<file path="config.mk">
export PLATFORM = sky130hd
export DESIGN_NAME = mem_port_arbiter
export DESIGN_NICKNAME = d
export VERILOG_FILES = /design/src/rtl/mem_port_arbiter.sv
export SDC_FILE = /design/constraint.sdc
export NUM_CORES = 1
export LEC_CHECK = 0
export ABC_AREA = 1
export CAP_MARGIN = 20
export CORE_UTILIZATION = 31
export CTS_CLUSTER_SIZE = 10
export DETAILED_ROUTE_END_ITERATION = 7
export PLACE_DENSITY_LB_ADDON = 0.15
export SYNTH_ARGS = -nofsm -noshare
export SYNTH_HDL_FRONTEND = slang
export SYNTH_SLANG_ARGS = --single-unit
</file>
<file path="constraint.sdc">
create_clock -name clock -period 3.55 [get_ports clock]
set_input_delay 0.71 -clock clock [delete_from_list [all_inputs] [get_ports clock]]
set_output_delay 0.71 -clock clock [all_outputs]
set_load 0.02 [all_outputs]
</file>
<file path="src/rtl/mem_port_arbiter.sv">
// rtl/mem_port_arbiter.sv - two-port round-robin arbiter and access sequencer for single-port main memory
//
// Grants port A (CPU control path) or port B (loader/debug path) one at a time and
// walks the granted access through IDLE -> ADDR -> ACCESS -> (WAIT) -> DONE.
//
// Ports:
//   clock, reset            rising-edge clock, synchronous active-high reset
//   a_req/a_we/a_addr/a_wdata  port A request, held with stable fields until a_ack
//   a_ack, a_rdata          port A one-cycle completion pulse and held read data
//   b_req/b_we/b_addr/b_wdata  port B request, same semantics as port A
//   b_ack, b_rdata          port B completion pulse and held read data
//   mem_addr, mem_wdata     registered memory address and write data
//   mem_read, mem_write     memory strobes, high only in the ACCESS cycle
//   mem_rdata               memory read data, valid MEM_LAT cycles after mem_read
//   busy                    high in every state except IDLE
//   owner_b                 0 = A owns the bus, 1 = B owns it (meaningful while busy)

module mem_port_arbiter #(
   parameter int ADDR_W  = 9,
   parameter int DATA_W  = 32,
   parameter int MEM_LAT = 1
) (
   input  logic              clock,
   input  logic              reset,
   input  logic              a_req,
   input  logic              a_we,
   input  logic [ADDR_W-1:0] a_addr,
   input  logic [DATA_W-1:0] a_wdata,
   output logic              a_ack,
   output logic [DATA_W-1:0] a_rdata,
   input  logic              b_req,
   input  logic              b_we,
   input  logic [ADDR_W-1:0] b_addr,
   input  logic [DATA_W-1:0] b_wdata,
   output logic              b_ack,
   output logic [DATA_W-1:0] b_rdata,
   output logic [ADDR_W-1:0] mem_addr,
   output logic [DATA_W-1:0] mem_wdata,
   output logic              mem_read,
   output logic              mem_write,
   input  logic [DATA_W-1:0] mem_rdata,
   output logic              busy,
   output logic              owner_b
);

   typedef enum logic [2:0] {
      IDLE   = 3'd0,
      ADDR   = 3'd1,
      ACCESS = 3'd2,
      WAIT   = 3'd3,
      DONE   = 3'd4
   } state_t;

   state_t     state, state_nxt;
   logic       owner_q;
   logic       we_q;
   logic       last_b_q;   // 1 = port B was granted last
   logic [3:0] cnt_q;
   logic       grant;
   logic       grant_b;

   // Next-state and grant decision. On a tie the port that did not win last time
   // is chosen, so a port that keeps its request up cannot starve the other.
   always_comb begin
      state_nxt = state;
      grant     = 1'b0;
      grant_b   = 1'b0;
      case (state)
         IDLE: begin
            if (a_req && b_req) begin
               grant   = 1'b1;
               grant_b = ~last_b_q;
            end else if (a_req) begin
               grant   = 1'b1;
            end else if (b_req) begin
               grant   = 1'b1;
               grant_b = 1'b1;
            end
            if (grant) state_nxt = ADDR;
         end
         ADDR:    state_nxt = ACCESS;
         ACCESS:  state_nxt = we_q ? DONE : WAIT;
         WAIT:    if (cnt_q <= 4'd1) state_nxt = DONE;
         DONE:    state_nxt = IDLE;
         default: state_nxt = IDLE;
      endcase
   end

   // Strobes and acks decode straight from registered state, so a reset edge
   // clears them all in the following cycle.
   assign mem_read  = (state == ACCESS) && !we_q;
   assign mem_write = (state == ACCESS) &&  we_q;
   assign a_ack     = (state == DONE) && !owner_q;
   assign b_ack     = (state == DONE) &&  owner_q;
   assign busy      = (state != IDLE);
   assign owner_b   = owner_q;

   always_ff @(posedge clock) begin
      if (reset) begin
         state     <= IDLE;
         owner_q   <= 1'b0;
         we_q      <= 1'b0;
         last_b_q  <= 1'b1;
         cnt_q     <= 4'd0;
         mem_addr  <= '0;
         mem_wdata <= '0;
         a_rdata   <= '0;
         b_rdata   <= '0;
      end else begin
         state <= state_nxt;

         // mem_addr/mem_wdata double as the latched request fields; they are
         // loaded only on a grant and otherwise hold.
         if (grant) begin
            owner_q   <= grant_b;
            last_b_q  <= grant_b;
            we_q      <= grant_b ? b_we    : a_we;
            mem_addr  <= grant_b ? b_addr  : a_addr;
            mem_wdata <= grant_b ? b_wdata : a_wdata;
         end

         if (state == ACCESS && !we_q) begin
            cnt_q <= 4'(MEM_LAT);
         end else if (state == WAIT && cnt_q != 4'd0) begin
            cnt_q <= cnt_q - 4'd1;
         end

         // The counter reaching 1 marks the cycle in which mem_rdata is valid.
         if (state == WAIT && cnt_q == 4'd1) begin
            if (owner_q) b_rdata <= mem_rdata;
            else         a_rdata <= mem_rdata;
         end
      end
   end

endmodule
</file>
cell_density.png
Scale: 2 px per um. 13 x 13 tiles, from dark purple (low) to yellow (high), 0 to 100% covered.
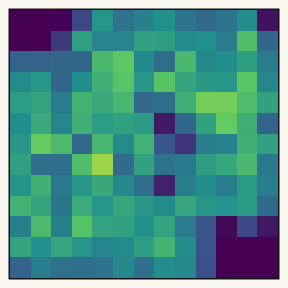
- tiles over 75% full: 3.0%
- emptiest ninth of the die: lower right
- fullest tile: 85%
- nearly empty tiles: 6.5%

logic_types.png
Scale: 4 px per um.
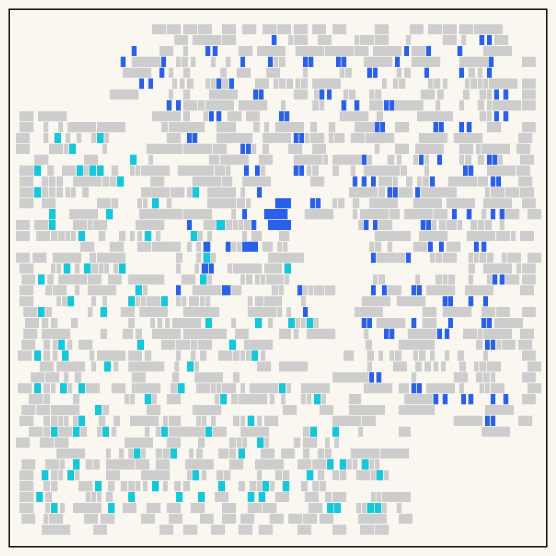
- aoi and oai cells: cyan (cells 92; most used a21oi_1)
- nor cells: blue (cells 145; most used nor2_1)

flops_by_reg.png
Scale: 3 px per um. Other sequential cells in the stronger grey, the rest of the logic in the fainter grey.
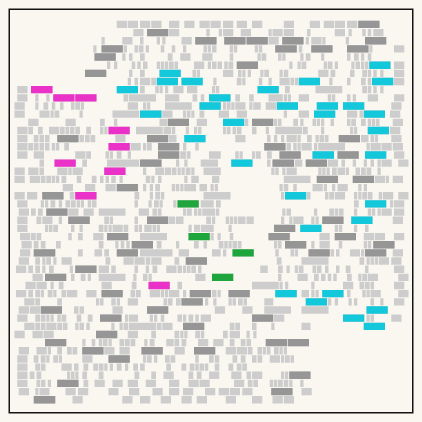
- `cnt_q`: green (sequential cells 4; where centre)
- `mem_addr`: magenta (sequential cells 9)
- `a_rdata`: cyan (sequential cells 32)
- not coloured: 70

io_fan.png
Scale: 3 px per um.
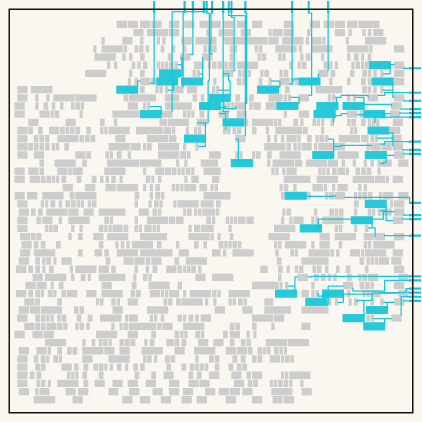
- `a_rdata`: cyan (direction output; edge 19 right, 13 top; end cells 32; buffers 32; wire 900 um)

clocks.png
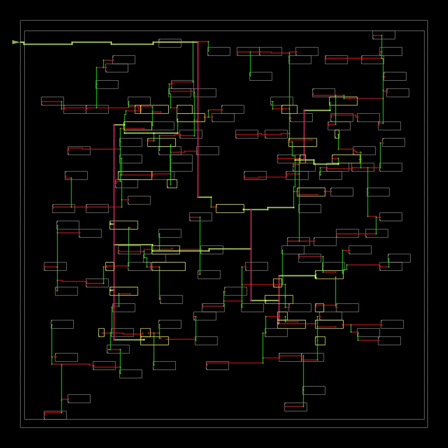
FFs & Latches: 115
CTS Sinks: 115
Clock Skew: 9.24 ps

==> results.json <==
{
  "first_pass_iters": 4,
  "ioPinCount": 231,
  "warning_count": 28,
  "rr_worst_depth": 6,
  "worst_hold_path_type": "register to register",
  "avgSynthCellArea_um2": 6.49,
  "maxCapViolations": 0,
  "grt_use_met1_pct": 22.8,
  "grt_pass1_wl_mm": 27.1,
  "ys_sh_aoi_pct": 8.55,
  "placed_area_mm2": 0.00785,
  "r2r_slack_ps": 1370,
  "num_rows": 47,
  "grt_max_degree": 49,
  "grt_overflow": 0,
  "max_slew_margin_pct": 40.8,
  "drc": 0,
  "stdcell_area_mm2": 0.00844,
  "met3_length_mm": 1.61,
  "top_area_share_pct": 42.6,
  "grtUsageMet3_pct": 7.26,
  "fmax_mhz": 385,
  "outcome": "completed",
  "insertion_delay_ps": 410,
  "power.leakage_nw": 3.73,
  "fa_ha_area_share_pct": 0.695,
  "num-nets-final": 1162,
  "clockBufferDepth": 2,
  "yosysTopAreaCell": "dfxtp_1",
  "synthMuxAreaShare_pct": 0,
  "area_delta_synth_final_pct": 56.3,
  "synth_cell_types": 23,
  "n_antenna_cell": 0,
  "grt_pass1_vias": 5471,
  "grt_use_total_pct": 19.3,
  "cts_tree": "yes",
  "tightest_slew_ps": 885,
  "arrival_ps": 1890,
  "cts-root-buf": "clkbuf_16",
  "final-setup-viol-count": 0,
  "top_usage_layer": "met2",
  "htree_levels": 4,
  "synthArstFlopShare_pct": 0,
  "layout.cells.non_filler": 1272,
  "crit_required_ps": 2840,
  "synthFlopType": "dfxtp_1",
  "path_max_fanout": 5,
  "path_clk_slew_ps": 50,
  "die_y_um": 134,
  "common_cells": "nand3_1, nor2_1, nand2_1, inv_1, dfxtp_1",
  "max_stage_delay_ps": 640,
  "yosys_area_mm2": 0.00540,
  "synthesis.nets": 955,
  "endpoint_kind": "primary output",
  "design.core.area_mm2": 0.0168,
  "simple_gate_area_share_pct": 34.4,
  "enable_flop_cells": 0,
  "routed_wl_mm": 16.9,
  "topCellsByArea": "dfxtp_1, nand3_1, nor2_1",
  "gp_congestion": 0.782,
  "dpl.cell_count": 1240,
  "cts_resized": 0,
  "antenna_found_initial": 0,
  "worst_path_max_delay_cell": "clkdlybuf4s50_1",
  "vdd_ir_drop_max_mv": 0.345,
  "vias": 5788,
  "critPathLaunchType": "register",
  "syn_inst": 832,
  "ys_cells": 832,
  "chip_area_mm2": 0.0180,
  "grt_use_met2_pct": 31.5,
  "ys_top_logic_family": "simple AND/OR/NAND/NOR gates",
  "fp-utilization_pct": 32.1,
  "min_period_over_period_pct": 73.1,
  "yosysMostFrequentCell": "nand3_1"
}
==> area by class of cell <==
class | instances | area (um^2)
Fill cell | 1750 | 8380
Timing Repair Buffer | 244 | 2400
Tap cell | 220 | 275
Sequential cell | 115 | 2300
Clock buffer | 20 | 457
Multi-Input combinational cell | 531 | 2390
Clock inverter | 12 | 133
Inverter | 130 | 488
==> through the flow <==
| step | setup WS, ps | hold WS (ps) |
|---|---|---|
| floorplan | 1540 | 429 |
| global placement | 1150 | 448 |
| detailed placement | 1130 | 455 |
| CTS | 931 | 469 |
| global route | 846 | 485 |
| finish | 954 | 462 |
==> registers in the layout, indices dropped and copies added, names as in the netlist <==
name,cells
last_b_q,1
we_q,1
mem_addr,9
mem_wdata,32
b_rdata,32
cnt_q,4
state,3
a_rdata,32
owner_b,1
==> worst max-delay path: cells and delay by family, from the launching register on <==
family	cells	cell delay (ps)
buf+inv	3	800
flops	1	360
simple gates	2	310
==> final timing paths <==
check                                 from     endpoint
worst max-delay path              state[1]     mem_read
worst min-delay path            a_rdata[5]   a_rdata[5]
worst max register to register    state[0]  a_rdata[18]
worst min register to register  a_rdata[5]   a_rdata[5]
==> cell usage in the layout (no fill, tap or decap), drive strengths merged <==
master	instances
clkdlybuf4s50	229
nand3	153
nor2	141
nand2	135
inv	128
dfxtp	115
a21oi	47
o21ai	44
clkbuf	20
buf	15
clkinv	9
nor3	4
ha	3
clkinvlp	3
bufinv	2
a31oi	1
xor2	1
or2	1
nand3b	1
==> power by group <==
group | internal (W) | switching, W | total, W | leakage (nW)
Sequential | 0.00145 | 0.0000853 | 0.00153 | 0.938
Clock | 0.00107 | 0.000621 | 0.00169 | 0.282
Combinational | 0.000606 | 0.000905 | 0.00151 | 2.51
Power figures rest on the tool's default switching activity, not on a simulated workload.
